===== src/rtl/reg_32s_pkg.sv =====
// rtl/reg_32s_pkg.sv - shared defaults for the stallable pipeline registers
package reg_32s_pkg;

  localparam int unsigned DEFAULT_WIDTH = 32;
  localparam logic [DEFAULT_WIDTH-1:0] DEFAULT_RESET_VAL = '0;

endpackage


===== src/rtl/reg_32s.sv =====
// rtl/reg_32s.sv - stallable pipeline register, optional Flush via REG_32S_FLUSH_EN
// Priority per edge: Reset > Flush (if REG_32S_FLUSH_EN) > Stall > load D.
module reg_32s
  import reg_32s_pkg::*;
#(
  parameter int unsigned WIDTH = DEFAULT_WIDTH,
  parameter logic [WIDTH-1:0] RESET_VAL = DEFAULT_RESET_VAL[WIDTH-1:0]
) (
  input  logic             clk,
  input  logic             Reset,
`ifdef REG_32S_FLUSH_EN
  input  logic             Flush,
`endif
  input  logic [WIDTH-1:0] D,
  input  logic             Stall,
  output logic [WIDTH-1:0] Q
);

  // Ternaries rather than if/else so an X control propagates to Q instead of
  // silently selecting the load path in simulation.
  always_ff @(posedge clk) begin
`ifdef REG_32S_FLUSH_EN
    Q <= Reset ? RESET_VAL : (Flush ? RESET_VAL : (Stall ? Q : D));
`else
    Q <= Reset ? RESET_VAL : (Stall ? Q : D);
`endif
  end

endmodule


===== config.mk =====
export PLATFORM = sky130hd
export DESIGN_NAME = reg_32s
export DESIGN_NICKNAME = d
export VERILOG_FILES = /design/src/rtl/reg_32s_pkg.sv /design/src/rtl/reg_32s.sv
export SDC_FILE = /design/constraint.sdc
export NUM_CORES = 1
export LEC_CHECK = 0
export CAP_MARGIN = 30
export CORE_ASPECT_RATIO = 1.4
export CORE_MARGIN = 8
export CORE_UTILIZATION = 40
export CTS_CLUSTER_SIZE = 40
export DETAILED_ROUTE_END_ITERATION = 12
export HOLD_SLACK_MARGIN = 0.12
export PLACE_DENSITY = 0.84
export RECOVER_POWER = 100
export REMOVE_ABC_BUFFERS = 1
export SYNTH_ARGS = -nofsm -noshare
export SYNTH_HDL_FRONTEND = slang
export SYNTH_SLANG_ARGS = --single-unit

===== constraint.sdc =====
create_clock -name clk -period 2.2 [get_ports clk]
set_input_delay 0.44 -clock clk [delete_from_list [all_inputs] [get_ports clk]]
set_output_delay 0.44 -clock clk [all_outputs]
set_load 0.02 [all_outputs]

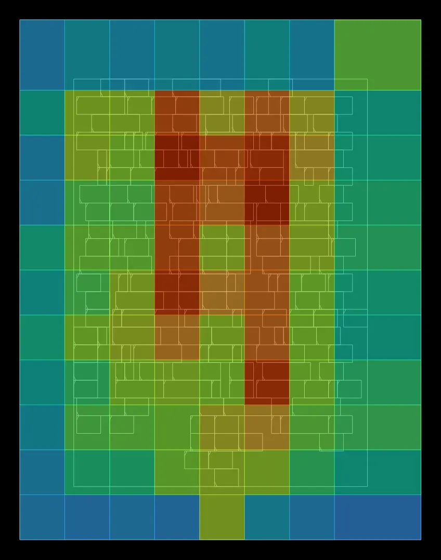
Figure 1: congestion heat map.
global-route track usage on met2: 24.5%
routing usage on met3: 6.13%

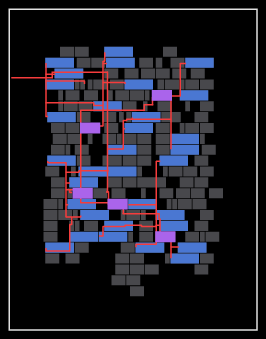
Figure 2: clock network drawn from the DEF.
Scale: 4 px per µm.
Key: clock drivers = purple [count 5]; clock wires = red [length 372 µm]; flip-flops = blue [count 32]
There are 6 routed clock nets.
portion of total power attributed to the clock network: 34.0%
worst-case clock skew: 0 ps
clock latency at the later pin of the worst-skew pair: 280 ps
reported clock group power: 0.449 mW

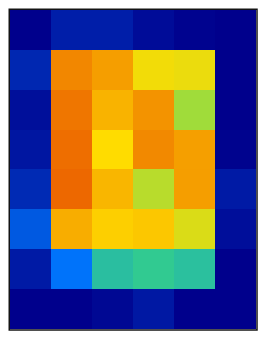
Figure 3: local utilization.
Scale: 4 px per µm. 6 x 8 tiles, from dark blue (low) to red (high), 0 to 100% covered.
The densest ninth of the die: middle. The mean over all tiles is 38%. 25% of the tiles are nearly empty. The fullest tile reaches 88%. 31% of the tiles are over 75% full.

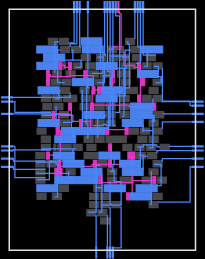
Figure 4: nets reached from selected ports.
Scale: 3 px per µm.
Key: Q = blue [bits 32, direction output, end cells 32, wire 1,030 µm]; Reset = magenta [bits 1, direction input, end cells 32, wire 253 µm]

==> out/results.md <==
| Stage | Result | This run |
|:---|:---|:---|
| floorplanning | Chip footprint | 4920 µm² |
| sta | Unrepaired setup endpoints after global routing | no |
| sta | Slew Viols, Final | 0 |
| worst setup path | Origin of the critical flop-to-flop path | Q[24] |
| clock tree | Post-CTS repair timing setup buffer count | 0 |
| sta | Worst slew margin | 59.7% |
| global routing | Vias in the first global route | 1,029 |
| global routing | Total global-route track usage | 14.1% |
| synth | Number of synthesized register bits | 32 |
| clock tree | Number of clock buffers inserted by TritonCTS | 5 |
| worst setup path | Critical path buffer and inverter count | 1 |
| cells and area | Biggest registers after layout | Q x32 |
| worst setup path | Nature of the critical path endpoint | output port |
| cells and area | Final Net Count | 206 |
| worst setup path | Setup crit end | Q[25] |
| worst setup path | Critical path arrival | 1330 ps |
| floorplanning | Floorplan die height | 79.8 µm |
| synth | Per-instance average area after synthesis | 11.3 µm² |
| place | Port-buffer cells | 66 |
| cells and area | Layout cells sized above 1 | 5.23% |
| routing | Average vias per placed instance | 4.60 |
| power and ir drop | Combinational fraction of design power | 18.2% |
| cells and area | Count of antenna diodes in the layout | 0 |
| power and ir drop | Leakage component of the power | 0.899 nW |
| cells and area | Area overhead of the layout relative to synthesis | 63.1% |
| synth | Number of cell instances after yosys synthesis | 103 |
| global routing | Maximum number of pins on one net before global-route repair | 33 |
| place | Global placer's final weighted congestion | 0.720 |
| power and ir drop | Sequential cell power | 0.631 mW |
| power and ir drop | Net switching power | 0.320 mW |
| sta | Fin. Hold Viols | 0 |
| clock tree | CTS tree | done |
| floorplanning | Top-level I/O count | 67 |
| sta | Worst Tran Pin Value | 605 ps |
| synth | Post-synthesis chip area from yosys | 1160 µm² |
| synth | Sequential cell area fraction in the yosys report | 55.1% |
| clock tree | Clock sink count | 32 |
| synth | Yosys warning count | 0 |
| synth | Mapped Area | 1160 µm² |
| sta | Achievable clock frequency | 566 MHz |
| run | Max Cap Viol | 0 |
| worst hold path | Worst min path class | reg2reg |
| run | Total tool warning count | 25 |
| run status | Result of the run | finished, final reports clean |
| worst setup path | Maximum fanout along the worst path | 2 |
| power and ir drop | Largest power group | sequential cells |
| sta | Number of endpoints failing setup at the final stage | 0 |
| routing | Vias | 962 |
| power and ir drop | Comb. pwr | 0.241 mW |
| cells and area | Count of filler cells inserted in the layout | 244 |
| cells and area | Most common logic cell in the routed design | sky130_fd_sc_hd__dlygate4sd3_1 |
| floorplanning | Core Area | 2820 µm² |
| clock tree | Master cell of the clock root buffer | sky130_fd_sc_hd__clkbuf_8 |
| synth | Syn Inst Count | 103 |
| worst setup path | Data required, critical path | 1760 ps |
| global routing | Number of antenna violations at the first check in global routing | 0 |
| floorplanning | Row Count | 23 |
| worst setup path | Slowest cell on the critical path | sky130_fd_sc_hd__dlygate4sd3_1 |
| clock tree | Number of cells upsized or downsized after cts | 0 |
| synth | Netlist cell types | 6 |
| worst setup path | Critical path origin | Q[25] |
| worst setup path | CP peak stage delay | 720 ps |
| power and ir drop | Switching fraction of total power | 24.2% |
| routing | Remaining design rule violation count | 0 |
| worst setup path | Gate family responsible for the most delay along the worst path | buffers and inverters |
| power and ir drop | Internal power | 1.00 mW |
| cells and area | Register with the highest flop count | Q |
| worst setup path | CP Depth | 1 |
| clock tree | Deepest clock path buffer count | 2 |
| routing | Count of nets left with antenna violations after detail routing | 0 |
| power and ir drop | Fraction of power consumed by sequential logic | 47.8% |
| routing | DRT Wirelength | 3270 µm |
| clock tree | Hold bufs inserted after CTS | 0 |
| floorplanning | Pre-placement core utilization | 41.3% |
| global routing | Overall overflow remaining after global route | 0 |
| routing | Number of detailed-routing iterations run before antenna repair | 6 |
| routing | Post-DR wirelength/cell | 15.7 µm |
| floorplanning | Die outline width | 61.6 µm |
| worst setup path | Setup slack of the most critical reg-to-reg path | 1530 ps |
| clock tree | Clock slew at reported path FFs | 60 ps |
| power and ir drop | Worst VDD drop | 0.623 mV |
| global routing | Global-route wire length before repair | 5010 µm |
| cells and area | Max reg flops | 32 |
| sta | Final worst slack | 432 ps |
| worst setup path | Worst path cell trace | dlygate4sd3_1 |
| worst setup path | Startpoint type of the worst setup path | flip-flop |
| worst setup path | Critical path class | reg2out |
| place | Post-placement setup slack | 669 ps |
| sta | Tmin final | 1770 ps |
| sta | Share of the clock period used by the worst path | 80.4% |
| clock tree | H-Tree Depth | 2 |
| routing | First DRT Iteration DRCs | 23 |
| cells and area | Most frequently placed logic cells in the final layout | sky130_fd_sc_hd__dlygate4sd3_1 (33), sky130_fd_sc_hd__dfxtp_1 (32), sky130_fd_sc_hd__mux2i_1 (32), sky130_fd_sc_hd__nor2_1 (32), sky130_fd_sc_hd__clkdlybuf4s50_1 (32) |
| place | HPWL after detailed placement | 2580 µm |
| worst setup path | Reg2Reg Depth | 2 |
| power and ir drop | Cell area power density | 696 nW/µm² |
| worst setup path | Endpoint of the lowest-slack register-to-register path | Q[24] |
| sta | Setup TNS | 0 ps |
layer usage:
metal,global-route usage (%),vias up,wire length [µm]
li1,-,473,-
met1,13.1,440,1110
met2,24.5,43,1820
met4,8.01,0,72
met5,0,-,0
met3,6.13,6,271
metrics by stage:
step	util (%)	power [mW]	hold WS (ps)	instances	instance area, µm²
after floorplan	-	0.735	512	96	1080
after global placement	64.2	0.894	474	201	1810
after detailed placement	64.2	0.902	486	201	1810
after CTS	67.4	1.35	501	209	1900
after global routing	67.3	1.38	531	209	1900
final	67.3	1.32	489	209	1900
layout make-up:
class / instances / area, µm² / area share (%)
Timing Repair Buffer: 68 / 681 / 35.9
Multi-Input combinational cell: 64 / 440 / 23.2
Sequential cell: 32 / 641 / 33.8
Clock buffer: 8 / 90.1 / 4.75
Tap cell: 37 / 46.3 / 2.44
how the worst min path moves through the flow:
stage / startpoint / endpoint / slack (ps) / cells past startpoint
CTS: Q[22] / Q[22] / 500 / 2
global placement: Q[21] / Q[21] / 470 / 2
global route: Q[29] / Q[29] / 530 / 2
floorplan: Reset / Q[0] / 510 / 1
detailed placement: Q[22] / Q[22] / 490 / 2
finish: Q[22] / Q[22] / 490 / 2
Yosys cell counts:
library cell	n	area, µm²
sky130_fd_sc_hd__dfxtp_1	32	641
sky130_fd_sc_hd__mux2i_1	32	320
sky130_fd_sc_hd__nor2_1	32	120
sky130_fd_sc_hd__buf_12	3	60.1
sky130_fd_sc_hd__clkbuf_1	3	11.3
sky130_fd_sc_hd__buf_6	1	11.3
kinds of logic after synthesis:
| kind of cell | after synthesis | share of synthesized area, % |
|---|---|---|
| flops | 32 | 55.1 |
| mux | 32 | 27.5 |
| simple gates | 32 | 10.3 |
| buf+inv | 7 | 7.10 |
Power and IR drop assume default switching activity.
